`src/rtl/stage_id_pipe.sv`:
```
// stage_id_pipe: MIPS-subset decode stage with register file, WR bypass, load-use hazard detection and ID/EX register
// Ports: Clk/Rst (sync, active-high); IDin_PC4/IDin_Inst/IDin_Valid from IF/ID;
//        WR_RegWE/WR_Rw/WR_RegDin register write-back; Flush squashes ID, Hold freezes ID/EX;
//        Stall (combinational) freezes PC and IF/ID; EX_* are the registered ID/EX fields.
module stage_id_pipe #(
    parameter int DATA_W    = 32,
    parameter int AW        = 5,
    parameter int BYPASS_EN = 1,
    parameter int HAZARD_EN = 1
) (
    input  logic              Clk,
    input  logic              Rst,
    input  logic [31:0]       IDin_PC4,
    input  logic [31:0]       IDin_Inst,
    input  logic              IDin_Valid,
    input  logic              WR_RegWE,
    input  logic [AW-1:0]     WR_Rw,
    input  logic [DATA_W-1:0] WR_RegDin,
    input  logic              Flush,
    input  logic              Hold,
    output logic              Stall,
    output logic              EX_Valid,
    output logic [31:0]       EX_PC4,
    output logic [31:0]       EX_Jtarg,
    output logic [DATA_W-1:0] EX_busA,
    output logic [DATA_W-1:0] EX_busB,
    output logic [AW-1:0]     EX_Rs,
    output logic [AW-1:0]     EX_Rt,
    output logic [AW-1:0]     EX_Rd,
    output logic [5:0]        EX_func,
    output logic [15:0]       EX_immd,
    output logic [11:0]       EX_Ctrl
);
    logic [DATA_W-1:0] rf [2**AW];
    logic [AW-1:0]     rs, rt, rd;
    logic [11:0]       ctrl;
    logic [DATA_W-1:0] bus_a, bus_b;
    logic              wr_en, haz, bubble;

    assign rs = AW'(IDin_Inst[25:21]);
    assign rt = AW'(IDin_Inst[20:16]);
    assign rd = AW'(IDin_Inst[15:11]);

    // ctrl = {RegWr, ALUSrc, RegDst, MemtoReg, MemWr, Branch, Jump, ExtOp, R_type, ALUop[2:0]}
    always_comb begin
        ctrl = '0;
        if (IDin_Valid)
            case (IDin_Inst[31:26])
                6'b000000: ctrl = 12'b1010_0000_1111;
                6'b001001: ctrl = 12'b1100_0001_0000;
                6'b001101: ctrl = 12'b1100_0000_0010;
                6'b100011: ctrl = 12'b1101_0001_0000;
                6'b101011: ctrl = 12'b0100_1001_0000;
                6'b000100: ctrl = 12'b0000_0100_0001;
                6'b000010: ctrl = 12'b0000_0010_0000;
                default:   ctrl = '0;
            endcase
    end

    assign wr_en = WR_RegWE && (WR_Rw != '0);

    always_ff @(posedge Clk)
        if (wr_en) rf[WR_Rw] <= WR_RegDin;

    assign bus_a = (rs == '0) ? '0 :
                   ((BYPASS_EN != 0) && wr_en && (WR_Rw == rs)) ? WR_RegDin : rf[rs];
    assign bus_b = (rt == '0) ? '0 :
                   ((BYPASS_EN != 0) && wr_en && (WR_Rw == rt)) ? WR_RegDin : rf[rt];

    // EX_Ctrl[8] is MemtoReg: a load sitting in EX whose result ID needs now
    assign haz = (HAZARD_EN != 0) && IDin_Valid && EX_Valid && EX_Ctrl[8] &&
                 (EX_Rt != '0) && ((EX_Rt == rs) || (EX_Rt == rt));
    assign Stall = haz && !Flush && !Hold;

    // Hold outranks the hazard bubble, Flush outranks Hold
    assign bubble = Rst || Flush || (haz && !Hold);

    always_ff @(posedge Clk) begin
        if (bubble) begin
            EX_Valid <= 1'b0;
            EX_PC4   <= '0;
            EX_Jtarg <= '0;
            EX_busA  <= '0;
            EX_busB  <= '0;
            EX_Rs    <= '0;
            EX_Rt    <= '0;
            EX_Rd    <= '0;
            EX_func  <= '0;
            EX_immd  <= '0;
            EX_Ctrl  <= '0;
        end else if (!Hold) begin
            EX_Valid <= IDin_Valid;
            EX_PC4   <= IDin_PC4;
            EX_Jtarg <= {IDin_PC4[31:28], IDin_Inst[25:0], 2'b00};
            EX_busA  <= bus_a;
            EX_busB  <= bus_b;
            EX_Rs    <= rs;
            EX_Rt    <= rt;
            EX_Rd    <= rd;
            EX_func  <= IDin_Inst[5:0];
            EX_immd  <= IDin_Inst[15:0];
            EX_Ctrl  <= ctrl;
        end
    end
endmodule

```
`config.mk`:
```
export PLATFORM = sky130hd
export DESIGN_NAME = stage_id_pipe
export DESIGN_NICKNAME = d
export VERILOG_FILES = /design/src/rtl/stage_id_pipe.sv
export SDC_FILE = /design/constraint.sdc
export NUM_CORES = 1
export LEC_CHECK = 0
export CAP_MARGIN = 10
export CORE_MARGIN = 5
export CORE_UTILIZATION = 54
export CTS_BUF_LIST = sky130_fd_sc_hd__clkbuf_4 sky130_fd_sc_hd__clkbuf_8
export DETAILED_ROUTE_END_ITERATION = 6
export GPL_TIMING_DRIVEN = 0
export MAX_ROUTING_LAYER = met4
export PLACE_DENSITY = 0.73
export SKIP_CTS_REPAIR_TIMING = 1
export SLEW_MARGIN = 20
export SYNTH_ARGS = -nofsm -noshare
export SYNTH_HDL_FRONTEND = slang
export SYNTH_SLANG_ARGS = --single-unit
```
`constraint.sdc`:
```
create_clock -name Clk -period 4.2 [get_ports Clk]
set_input_delay 1.26 -clock Clk [delete_from_list [all_inputs] [get_ports Clk]]
set_output_delay 1.26 -clock Clk [all_outputs]
set_load 0.005 [all_outputs]
```
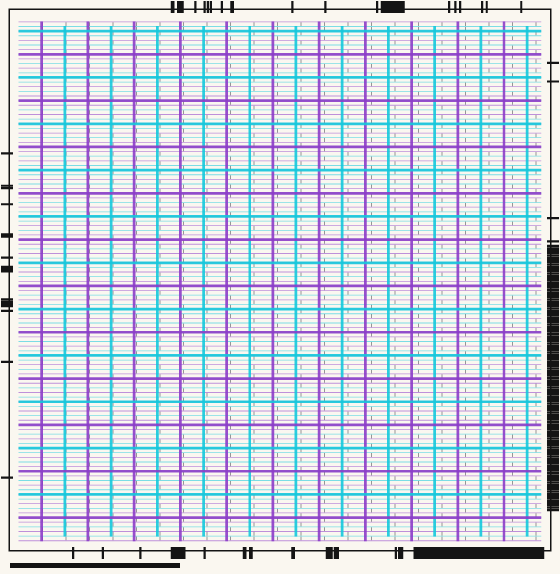
**Above:** run 1 (supply network).
Scale bar: 100 um. Pins as bars on the die edge. Tap cells in gray.
VDD: marked cyan. VSS: marked purple.
22 straps on met5. 1254 tap cells. 22 straps on met4. 286 signal pins sit on the boundary. 113 met1 rails follow the rows.
Core Area: 93500 sq um
die y size: 317 um

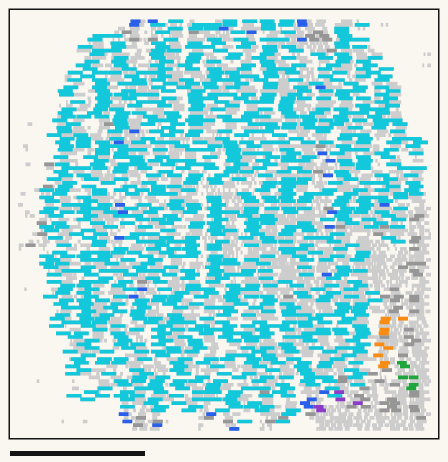
**Above:** run 1 (sequential cells grouped by signal name).
Scale bar: 100 um. Other sequential cells in the stronger gray, the rest of the logic in the fainter gray.
`rf`: marked cyan, sequential cells 1024, where spread over the die. `EX_func`: marked purple, sequential cells 5, where bottom right. `EX_Ctrl`: marked orange, sequential cells 10, where bottom right. `EX_busB`: marked blue, sequential cells 32. `EX_immd`: marked green, sequential cells 6, where bottom right.
Another 80 sequential cells are not colored.
register area: 33400 sq um
register share of the cell area: 55.4%
final core occ: 64.5%
P_seq: 12.8 mW

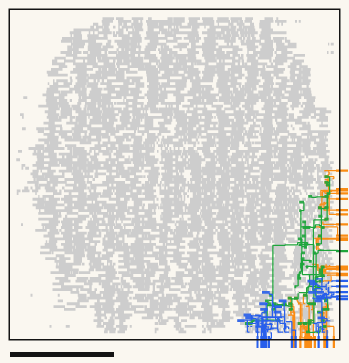
**Above:** run 1 (I/O nets highlighted).
Scale bar: 100 um.
`EX_immd`: marked blue, direction output, end cells 16, buffers 32, wire 859 um. `Hold`: marked green, direction input, end cells 74, buffers 9, wire 958 um. `IDin_PC4`: marked orange, direction input, end cells 32, buffers 32, wire 1070 um.
IO Port Bufs: 274
io pins: 286

-- run 1: state kept, by name, summed over array words and instances (netlist names) --
register and cells:
EX_Valid 1, EX_busB 32, EX_busA 32, EX_Jtarg 3
EX_PC4 32, rf 1024, EX_Rs 4, EX_func 5
EX_Rt 4, EX_Rd 4, EX_Ctrl 10, EX_immd 6
-- run 1: through the flow --
| step | instance area [sq um] | utilization (%) | worst slack, ps | power [mW] |
|---|---|---|---|---|
| 6_report | 60300 | 64.5 | 109 | 24.6 |
| 5_1_grt | 60300 | 64.5 | 22.5 | 25.3 |
| 3_3_place_gp | 55300 | 59.2 | -2200 | 15.1 |
| 3_5_place_dp | 56700 | 60.7 | -748 | 15.2 |
| 2_1_floorplan | 51000 | - | 467 | 14.2 |
| 4_1_cts | 60300 | 64.6 | -762 | 24.6 |
-- run 1: cells by family (layout without fill, tap and decap cells) --
| logic type | count (synthesis) | after routing | synth area share [%] |
|---|---|---|---|
| simple gates | 292 | 292 | 3.09 |
| other cells | 1 | 40 | 0.00737 |
| xor+xnor | 20 | 20 | 0.344 |
| buf+inv | 259 | 923 | 2.46 |
| compound gates | 340 | 340 | 4.67 |
| mux | 570 | 570 | 23.8 |
| flops | 1157 | 1157 | 65.6 |
-- run 1: report_power, final --
group,internal [mW],switching (mW)
Combinational,0.931,1.22
Clock,4.98,4.63
Sequential,12.7,0.109
Total,18.6,5.96
-- run 1: worst reg2reg max path: cells and delay by family (launching register included) --
kind	cells	cell delay, ps
AND-OR/OR-AND	2	320
flip-flops	1	530
AND/OR/NAND/NOR	3	940
buffers and inverters	2	710
XOR/XNOR	1	220
==> results.yml, run 1 <==
# implementation run metrics
yosys:
  flop_cell: "edfxtp_1"
  yosysWarnings: 0
  syn_area_sq_um: 50900
  ys_ff: 1157
clocking:
  cts_tree: "built"
  cts_max_level: 4
  clockBufferDepth: 3
  clk_pin_slew_ps: 60
place:
  place_congestion: 0.902
  dpl.hpwl_um: 113000
routing:
  dr.pass1.iters: 7
  drc: 1
  postRouteAntennaNets: 0
finish:
  fillerInstances: 6225
  signal_buffers: 586
  num-multi-input-gates: 1256
  nonClkBufAreaFrac_pct: 8.35
floorplan:
  row_count: 112
  die-area_sq_um: 101000
  tap_cells: 1254
min_path:
  hold_path_depth: 2
  hp-class: "register to register"
status:
  status: "finished with violations"
  violations: "design-rule violations"
critical_path:
  worstPathMaxFanout: 2
  reg2reg_from: "EX_Rt[0]$_SDFFE_PP0N_"
  crit_start: "IDin_Inst[24]"
  reg2reg_to: "EX_busB[20]$_SDFFE_PP0N_"
  r2r_slack_ps: 1410
  path_class: "input port to output port"
grt:
  grt_pass1_vias: 33100
  grt_pass1_wl_um: 230000
==> run 2: changes to the inputs <==
CORE_MARGIN = 2   (was 5)
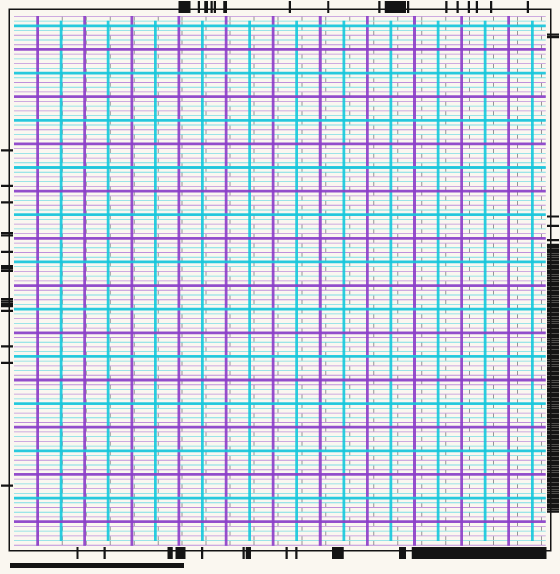
**Above:** run 2 (supply network).
Scale bar: 100 um. Pins as bars on the die edge. Tap cells in gray.
VSS: marked purple. VDD: marked cyan.
1254 tap cells. 22 straps on met5. 22 straps on met4. The core has 112 rows.
Core Area: 93300 sq um
Die X: 311 um
die y size: 311 um
Worst VDD drop: 0.292 mV

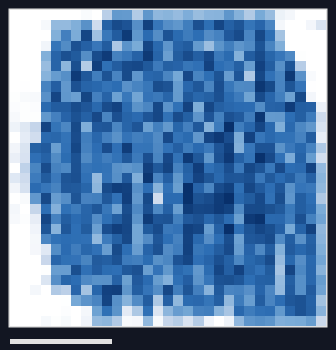
**Above:** run 2 (cell area per tile).
Scale bar: 100 um. The die is cut into 31 by 31 equal tiles; white is low, dark blue is high, 0 to 100% covered.
The fullest tile reaches 100%. 41% of the tiles are over 75% full. The mean over all tiles is 61%. The emptiest ninth of the die: bottom left.
fp util: 54.5%
final core occ: 64.8%

==> results.yml, run 2 <==
# implementation run metrics
finish:
  regMostFlops: "rf"
  largest_reg_flops: 1024
  stdcell_area_sq_um: 60500
status:
  status: "finished with violations"
  violations: "negative setup slack"
sta:
  setup_viol: 1
  layout_setup_ws_ps: -19.2
place:
  place_congestion: 0.916
  dpl.hpwl_um: 113000
critical_path:
  path_class: "input port to register"
  reg2reg_to: "EX_busB[18]$_SDFFE_PP0N_"
  r2r_slack_ps: 1230
  worstPathMaxFanout: 10
routing:
  postRouteAntennaNets: 0
  drc: 0
grt:
  grt_pass1_wl_um: 230000
  grt_pass1_vias: 32900
yosys:
  ys_ff: 1157
  syn_area_sq_um: 50900
  flop_cell: "edfxtp_1"
clocking:
  clockBufferDepth: 3
  cts_tree: "built"
floorplan:
  num_io_pins: 286
  row_count: 112
-- run 2: cell types whose count changed in the layout (fill, tap and decap cells not counted), moves of 2 or more --
cell | previous run | this run
clkbuf_8 | 191 | 197
buf_1 | 11 | 13
clkbuf_2 | 12 | 6
buf_2 | 109 | 111
clkbuf_1 | 106 | 110
clkinv_1 | 42 | 26
clkinv_2 | 21 | 26
buf_16 | 22 | 27
diode_2 | 6 | 3
clkbuf_4 | 67 | 65
bufinv_16 | 2 | 5
buf_12 | 24 | 21
-- run 2: layout make-up --
class                   instances  area (sq um)
clock buffers                 262          3200
clock inverters                71           554
repair buffers                328          3800
flip-flops and latches       1157         33400
fillers                      6241         32900
plain buffers                 259          1270
well taps                    1254          1570
multi-input cells            1256         16600
diodes                          3          7.51
-- run 2: cell families (layout without fill, tap and decap cells) --
group / Yosys count / in the layout / share of synthesized area (%)
simple gates: 292 / 292 / 3.09
compound gates: 340 / 340 / 4.67
mux: 570 / 570 / 23.8
flops: 1157 / 1157 / 65.6
buf+inv: 259 / 920 / 2.46
other cells: 1 / 37 / 0.00737
xor+xnor: 20 / 20 / 0.344
-- run 2: through the flow --
stage / hold WS, ps / total power [mW]
global placement: 470 / 15.1
floorplan: 461 / 14.2
global route: 508 / 25.4
detailed placement: 475 / 15.2
CTS: 483 / 24.8
finish: 483 / 24.8
-- run 2: report_power, final --
group	switching [mW]	internal, mW
Sequential	0.108	12.7
Combinational	1.23	0.931
Clock	4.60	5.26
-- run 2: worst min-delay path, stage by stage, from the launching register on --
cell	delay [ps]
dfxtp_1	310
nand2_1	60
a21oi_1	60
-- run 2: per-layer routing --
metal  up-vias  global-route usage [%]
li1      12500                       -
met4         0                    15.5
met3       530                    11.9
met5         -                       -
met2      2804                    53.1
met1     16600                    42.0
Power is estimated from default activity; no workload was simulated.
